Run 1, drive-strength map:
Drawn at 4 px/micron.
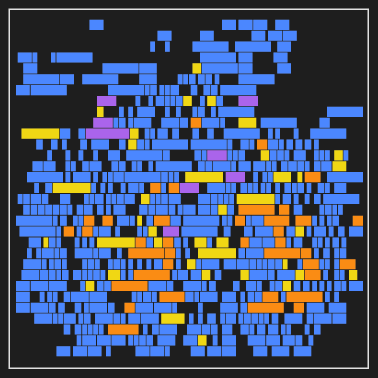
Run 1, congestion heat map:
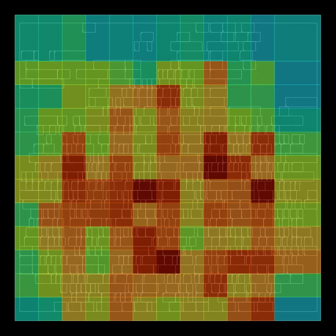
Run 1, cells coloured by class:
Drawn at 4 px/micron.
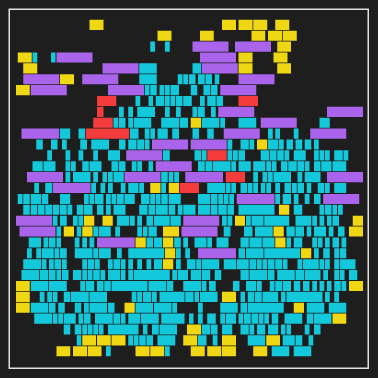
## config.mk

```make
export PLATFORM = sky130hd
export DESIGN_NAME = vga_bounce_gen
export DESIGN_NICKNAME = d
export VERILOG_FILES = /design/src/rtl/vga_bounce_gen.sv
export SDC_FILE = /design/constraint.sdc
export NUM_CORES = 1
export LEC_CHECK = 0
export ABC_AREA = 1
export CAP_MARGIN = 25
export CORE_UTILIZATION = 50
export DETAILED_ROUTE_END_ITERATION = 16
export HOLD_SLACK_MARGIN = 0.06
export PLACE_DENSITY = 0.83
export SLEW_MARGIN = 10
export SYNTH_ARGS = -nofsm -noshare
export SYNTH_HDL_FRONTEND = slang
export SYNTH_SLANG_ARGS = --single-unit
export TNS_END_PERCENT = 10
```

## constraint.sdc

```tcl
create_clock -name clk -period 2.47 [get_ports clk]
set_input_delay 0.494 -clock clk [delete_from_list [all_inputs] [get_ports clk]]
set_output_delay 0.494 -clock clk [all_outputs]
set_load 0.02 [all_outputs]
```

## src/rtl/vga_bounce_gen.sv

```systemverilog
// Pixel generator behind vga_sync: white border, dark background and a bouncing
// square whose colour steps through a palette on every bounce. 1-clk aligned output.
module vga_bounce_gen #(
  parameter int H_VISIBLE = 800,
  parameter int V_VISIBLE = 600,
  parameter int BOX_SIZE  = 32,
  parameter int SPEED     = 2,
  parameter int INIT_X    = 100,
  parameter int INIT_Y    = 100
) (
  input  logic        clk,
  input  logic        rst,
  input  logic        h_sync_in,
  input  logic        v_sync_in,
  input  logic        display_en,
  input  logic [10:0] x_pos,
  input  logic [10:0] y_pos,
  input  logic        pause,
  output logic [3:0]  vga_r,
  output logic [3:0]  vga_g,
  output logic [3:0]  vga_b,
  output logic        h_sync,
  output logic        v_sync,
  output logic        frame_tick
);

  // Per-axis direction state
  //   state   | meaning
  //   DIR_POS | square moving right/down, bounces at the far visible edge
  //   DIR_NEG | square moving left/up, bounces at coordinate 0
  typedef enum logic {
    DIR_POS = 1'b0,
    DIR_NEG = 1'b1
  } dir_t;

  typedef struct packed {
    logic [10:0] pos;
    dir_t        dir;
    logic        bounce;
  } axis_t;

  localparam logic [11:0] H_LIM = 12'(H_VISIBLE);
  localparam logic [11:0] V_LIM = 12'(V_VISIBLE);
  localparam logic [11:0] BOX_W = 12'(BOX_SIZE);
  localparam logic [11:0] SPD_W = 12'(SPEED);

  function automatic axis_t axis_step(input logic [10:0] pos, input dir_t dir,
                                      input logic [11:0] lim);
    axis_t r;
    r.pos    = pos;
    r.dir    = dir;
    r.bounce = 1'b0;
    if (dir == DIR_POS) begin
      if ({1'b0, pos} + BOX_W + SPD_W >= lim) begin
        r.pos    = 11'(lim - BOX_W);
        r.dir    = DIR_NEG;
        r.bounce = 1'b1;
      end else begin
        r.pos = pos + SPD_W[10:0];
      end
    end else begin
      if ({1'b0, pos} <= SPD_W) begin
        r.pos    = '0;
        r.dir    = DIR_POS;
        r.bounce = 1'b1;
      end else begin
        r.pos = pos - SPD_W[10:0];
      end
    end
    return r;
  endfunction

  function automatic logic [11:0] palette(input logic [2:0] idx);
    logic [11:0] c;
    case (idx)
      3'd0:    c = 12'hF00;
      3'd1:    c = 12'h0F0;
      3'd2:    c = 12'h00F;
      3'd3:    c = 12'hFF0;
      3'd4:    c = 12'h0FF;
      3'd5:    c = 12'hF0F;
      3'd6:    c = 12'hFFF;
      default: c = 12'hF80;
    endcase
    return c;
  endfunction

  logic [10:0] box_x, box_y, box_x_nxt, box_y_nxt;
  dir_t        dir_x, dir_y, dir_x_nxt, dir_y_nxt;
  logic [2:0]  colour_idx, colour_nxt;
  logic        v_prev;
  axis_t       ax_x, ax_y;

  // Motion state register; updates only on the frame_tick clock (inside v-sync)
  always_ff @(posedge clk or negedge rst) begin
    if (!rst) begin
      box_x      <= 11'(INIT_X);
      box_y      <= 11'(INIT_Y);
      dir_x      <= DIR_POS;
      dir_y      <= DIR_POS;
      colour_idx <= 3'd0;
    end else begin
      box_x      <= box_x_nxt;
      box_y      <= box_y_nxt;
      dir_x      <= dir_x_nxt;
      dir_y      <= dir_y_nxt;
      colour_idx <= colour_nxt;
    end
  end

  always_comb begin
    box_x_nxt  = box_x;
    box_y_nxt  = box_y;
    dir_x_nxt  = dir_x;
    dir_y_nxt  = dir_y;
    colour_nxt = colour_idx;
    ax_x       = axis_step(box_x, dir_x, H_LIM);
    ax_y       = axis_step(box_y, dir_y, V_LIM);
    if (frame_tick && !pause) begin
      box_x_nxt = ax_x.pos;
      dir_x_nxt = ax_x.dir;
      box_y_nxt = ax_y.pos;
      dir_y_nxt = ax_y.dir;
      // a corner hit bounces both axes but advances the palette only once
      if (ax_x.bounce || ax_y.bounce) begin
        colour_nxt = colour_idx + 3'd1;
      end
    end
  end

  logic [11:0] xe, ye, pix_nxt;
  logic        border, in_box;

  always_comb begin
    xe      = {1'b0, x_pos};
    ye      = {1'b0, y_pos};
    border  = (x_pos == 11'd0) || (x_pos == 11'(H_VISIBLE - 1)) ||
              (y_pos == 11'd0) || (y_pos == 11'(V_VISIBLE - 1));
    in_box  = (xe >= {1'b0, box_x}) && (xe < {1'b0, box_x} + BOX_W) &&
              (ye >= {1'b0, box_y}) && (ye < {1'b0, box_y} + BOX_W);
    pix_nxt = 12'h000;
    // x/y_pos are only trusted while display_en is high
    if (display_en) begin
      if (border) begin
        pix_nxt = 12'hFFF;
      end else if (in_box) begin
        pix_nxt = palette(colour_idx);
      end else begin
        pix_nxt = 12'h112;
      end
    end
  end

  always_ff @(posedge clk or negedge rst) begin
    if (!rst) begin
      vga_r      <= 4'h0;
      vga_g      <= 4'h0;
      vga_b      <= 4'h0;
      h_sync     <= 1'b0;
      v_sync     <= 1'b0;
      v_prev     <= 1'b0;
      frame_tick <= 1'b0;
    end else begin
      {vga_r, vga_g, vga_b} <= pix_nxt;
      h_sync     <= h_sync_in;
      v_sync     <= v_sync_in;
      v_prev     <= v_sync_in;
      frame_tick <= v_sync_in & ~v_prev;
    end
  end

endmodule

```

==> out/metrics.sh, run 1 <==
SYNTH.CELL_AREA_SQ_UM=3820
P_SW_uW=2290
CTS.HOLD.BUFFERS_ADDED=0
OUTCOME='finished, violations left'
CTS_ROOT_BUFFER='clkbuf_8'
SYNTH-WARNING-COUNT=0
NUMBER_OF_PINS_WITH_NEGATIVE_MAX_SLEW_SLACK_IN_THE_FINAL_REPORT=0
END_KIND='flip-flop'
CAP_VIOL_MAX_COUNT=0
CORE-AREA_SQ_UM=7330
LAYOUT_SETUP_WS_PS=-31.3
VIOLATIONS='negative setup slack'
CRIT_TYPE='reg2reg'
MET3_USAGE_PCT=4.34
SETUP_VIOL=7
DRT_ITER0_MARKERS=205
FINAL.FILL_COUNT=614
LOGIC_GATES=425
POWER_FRAC_COMB_PCT=64.8
DIE_WIDTH_MICRONS=89.4
About 'drive-strength map':
- drive 1 or less: blue (cells 511; share 86%)
- drive 3 to 4: orange (cells 38; share 6.4%)
- drive 6 and up: purple (cells 8; share 1.3%)
- drive 2: yellow (cells 38; share 6.4%)

About 'congestion heat map':
global-route track usage on met1: 31.1%
share of the core filled with cells in the final layout: 63.6%
total global-route track usage: 25.9%
global routing met2 resource utilization: 47.4%
final routed wire length divided by cell count: 14.4 microns

About 'cells coloured by class':
- all other logic: cyan (cells 489)
- flip-flops: purple (cells 35)
- clock drivers and dummy loads: red (cells 8)
- other buffers and delay cells: yellow (cells 63)

-- run 1: worst max-delay path, cell delays in order (launching register included) --
cell,delay [ps]
dfstp_2,630
buf_4,150
nand3_4,90
nor2_4,160
xor2_2,80
ha_1,300
nand4_1,110
buf_4,170
nor4_4,230
nor2_1,80
nand3b_1,230
a21oi_1,120
-- run 1: worst max-delay path by stage --
stage,slack (ps),startpoint,end
after floorplan,230,box_y[5],vga_g[0]
after global placement,40,x_pos[9],vga_r[0]
after detailed placement,-60,box_y[6],vga_b[1]
after CTS,3,box_x[6],vga_b[1]
after global routing,-150,box_y[5],vga_b[1]
final,-30,box_y[6],vga_r[2]
--- run 2 (diff from run 1) ---
--- a/config.mk
+++ b/config.mk
@@ -11,7 +11,6 @@
 export DETAILED_ROUTE_END_ITERATION = 16
 export HOLD_SLACK_MARGIN = 0.06
 export PLACE_DENSITY = 0.83
-export SLEW_MARGIN = 10
 export SYNTH_ARGS = -nofsm -noshare
 export SYNTH_HDL_FRONTEND = slang
 export SYNTH_SLANG_ARGS = --single-unit
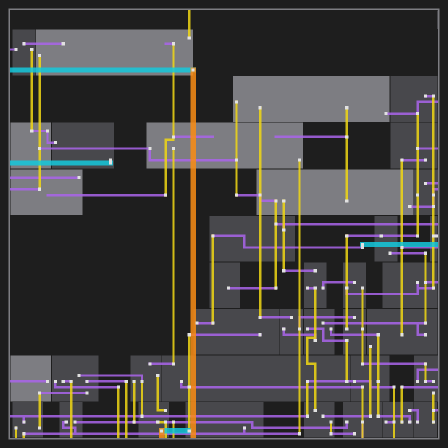
Run 2: close-up of the layout
Window x 10 to 35, y 55 to 80 microns. Cells in grey, sequential cells in the stronger grey; small squares are vias.
- met4: orange
- met2: yellow
- met1: purple
- met3: cyan
- sequential cells in the window: 4
- cells with their middle in the window: 33
- netlist names of flops here include: colour_idx (2)
- most frequent: nand2_1 (7), ha_1 (5)

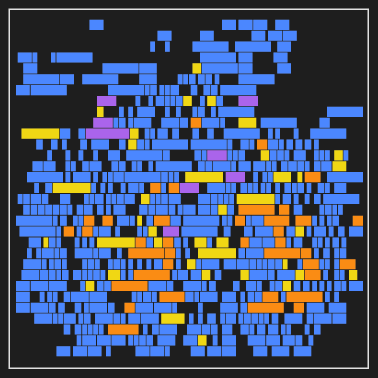
Run 2: drive-strength map
Drawn at 4 px/micron.
- drive 2: yellow (cells 38; share 6.4%)
- drive 3 to 4: orange (cells 38; share 6.4%)
- drive 6 and up: purple (cells 8; share 1.3%)
- drive 1 or less: blue (cells 511; share 86%)

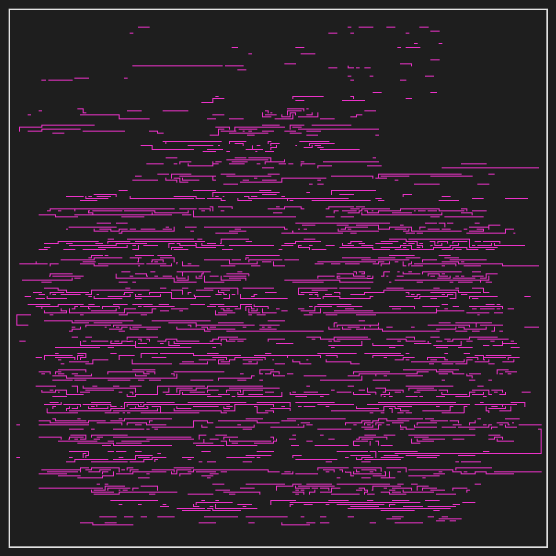
Run 2: met1 routing
Drawn at 6 px/micron.
- nets with wire on the layer: 618
- share of all routed wire: 40%
- longest straight run: 24.4 microns
- main direction: horizontal
- wire length on this layer: 4,040 microns

==> run 2 against run 1 <==
Against the previous run: first-iteration DRC count is the same; area after synthesis unchanged; utilization is the same; the run still ends with negative setup slack left; critical endpoint unchanged; worst hold slack is the same.
==> out/metrics.sh, run 2 <==
NUMBER_OF_STAGES_ON_THE_WORST_HOLD_PATH=1
VIOLATIONS='negative setup slack'
WORSTPATHCELLLIST='buf_4, nand3_4, nor2_4, xor2_2, ha_1, nand4_1, buf_4, nor4_4, nor2_1, nand3b_1, a21oi_1'
GLOBALROUTETOTALUTIL_PCT=25.9  # unchanged
FINAL.FILL_COUNT=614  # unchanged
CRIT_TYPE='reg2reg'
LAYOUT_SETUP_WS_PS=-31.3  # unchanged
SETUP_VIOL=7  # unchanged
CRITPATHMAXSTAGEDELAY_PS=630  # about the same
CRIT_PATH_FROM='box_y[6]'
SYNTH.CELL_AREA_SQ_UM=3820  # unchanged
MET3_USAGE_PCT=4.34  # unchanged
CPMAXSTAGEDELAYCELL='dfstp_2'
GLOBAL_ROUTE.USAGE.MET1_PCT=31.1  # unchanged
CTS.HOLD.BUFFERS_ADDED=0  # unchanged
OUTCOME='finished, violations left'
NUMBER_OF_PINS_WITH_NEGATIVE_MAX_SLEW_SLACK_IN_THE_FINAL_REPORT=0  # unchanged
WORST_PATH_MOST_REPEATED_CELL='buf_4'
CAP_VIOL_MAX_COUNT=0  # unchanged
GLOBALROUTEMET2UTIL_PCT=47.4  # unchanged
CORE-AREA_SQ_UM=7330  # unchanged
CRITICAL-PATH-TOP-DELAY-FAMILY='simple AND/OR/NAND/NOR gates'
END_KIND='flip-flop'
POST-ROUTE-UTIL_PCT=63.6  # unchanged
WORSTPATHBUFFERINVERTERCOUNT=2  # unchanged
P_SW_uW=2290  # unchanged
DIE_WIDTH_MICRONS=89.4  # unchanged
==> run 2: area by class of cell <==
class                      count  share of cell area, %
inverter                      64                   5.21
timing repair buffer          63                   12.5
tap                           99                   2.66
clock buffer                   6                   1.77
clock inverter                 2                  0.751
multi-input combinational    425                   58.2
sequential                    35                   18.9
==> run 2: logic make-up after synthesis <==
group,Yosys count
AND-OR/OR-AND,108
XOR/XNOR,23
adder cells (fa/ha/maj),49
buffers and inverters,83
flip-flops,35
AND/OR/NAND/NOR,245
==> run 2: repair_timing <==
| item | 4_1_cts | 5_1_grt |
|---|---|---|
| setup buffers | 4 | 7 |
| gates resized | 3 | 22 |
| pin swaps | 1 | 8 |
| endpoints found under the setup margin | 7 | 9 |
Run 2, congestion heat map:
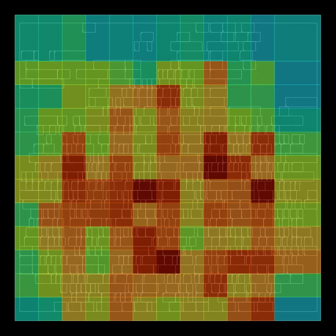

--- run 3 (diff from run 2) ---
--- a/config.mk
+++ b/config.mk
@@ -11,6 +11,7 @@
 export DETAILED_ROUTE_END_ITERATION = 16
 export HOLD_SLACK_MARGIN = 0.06
 export PLACE_DENSITY = 0.83
+export REMOVE_ABC_BUFFERS = 1
 export SYNTH_ARGS = -nofsm -noshare
 export SYNTH_HDL_FRONTEND = slang
 export SYNTH_SLANG_ARGS = --single-unit
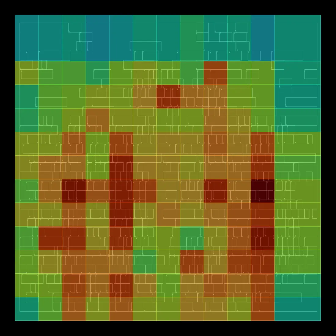
Run 3: congestion heat map
share of the core filled with cells in the final layout: 64.4%
global-route track usage on met1: 30.8%

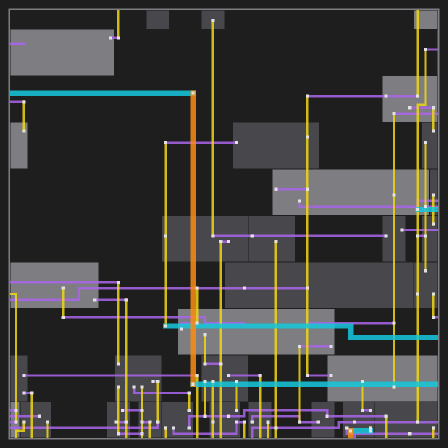
Run 3: close-up of the layout
Window x 10 to 35, y 55 to 80 microns. Cells in grey, sequential cells in the stronger grey; small squares are vias.
- met4: orange
- met1: purple
- met2: yellow
- met3: cyan
- most frequent: dfrtp_1 (4), nand3_1 (3), o21ai_0 (3)
- sequential cells in the window: 5
- netlist names of flops here include: box_y (2)
- cells with their middle in the window: 25

==> run 3 against run 2 <==
Against the previous run: the run still ends with negative setup slack left; non-clock buffer count increased by 3; total power increased by 1.6%; clock power decreased by 4.4%; via count decreased by 0.26%; flip-flop count unchanged; area after synthesis unchanged; design area increased by 1.2%; register-to-register slack about the same; wire length decreased by 0.83%; clock skew increased by 1.3 ps; utilization increased by 0.79 points; combinational power increased by 3%; critical path type unchanged; largest cell class unchanged; highest routed layer unchanged.
==> out/metrics.sh, run 3 <==
NONCLOCKINVERTERCOUNT=64  # unchanged
VIOLATIONS='negative setup slack'
SEQ_AREA_SHARE_PCT=18.8  # -0.18 points
WORSTPATHBUFFERINVERTERCOUNT=0  # -2
CPMAXSTAGEDELAYCELL='dfstp_2'
DIE_WIDTH_MICRONS=89.4  # unchanged
MET3_USAGE_PCT=3.97  # -0.37 points
GLOBALROUTETOTALUTIL_PCT=25.3  # -0.60 points
SYNTH.CELL_AREA_SQ_UM=3820  # unchanged
SETUP_VIOL=4  # -3
LAYOUT.CLOCK_BUFFERS=5  # -1
CRITICAL-PATH-TOP-DELAY-FAMILY='simple AND/OR/NAND/NOR gates'
OUTCOME='finished, violations left'
END_KIND='flip-flop'
COMB_AREA_SHARE_PCT=58.3  # +0.11 points
CRIT_TYPE='reg2reg'
CLK_SHARE_PCT=2.39  # -0.14 points
NUMBER_OF_PINS_WITH_NEGATIVE_MAX_SLEW_SLACK_IN_THE_FINAL_REPORT=0  # unchanged
LAYOUT_SETUP_WS_PS=-17.7  # +13.7 ps
CORE-AREA_SQ_UM=7330  # unchanged
WORST_PATH_MOST_REPEATED_CELL='ha_4'
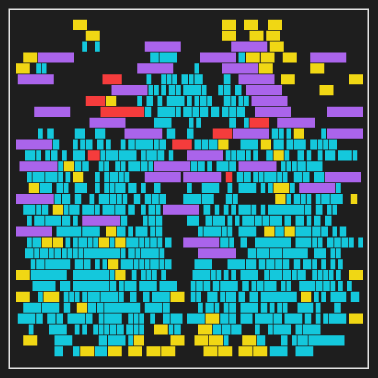
Run 3: cells coloured by class
Drawn at 4 px/micron.
- all other logic: cyan (cells 489)
- flip-flops: purple (cells 35)
- other buffers and delay cells: yellow (cells 66)
- clock drivers and dummy loads: red (cells 8)

==> run 3: cell types whose count changed in the layout (fill, tap and decap cells not counted), sizes merged <==
cell	change
clkinv	+1
buf	+4
clkdlybuf4s50	-1
clkbuf	-1
==> run 3: what timing repair did <==
item | 4_1_cts | 5_1_grt
hold buffers | 0 | 0
endpoints found under the setup margin | 7 | 8
gates resized | 4 | 33
pin swaps | 3 | 15
buffers inserted | 4 | 7
==> run 3: power groups by stage <==
| stage | sequential, uW | combinational, uW | clock, uW |
|---|---|---|---|
| after floorplan | 1010 | 1940 | 0 |
| after global routing | 1090 | 3420 | 564 |
| after CTS | 1040 | 2700 | 534 |
| after global placement | 1040 | 2530 | 0 |
| final | 1060 | 3050 | 522 |
| after detailed placement | 1050 | 2620 | 0 |
Power is estimated from default activity; no workload was simulated.
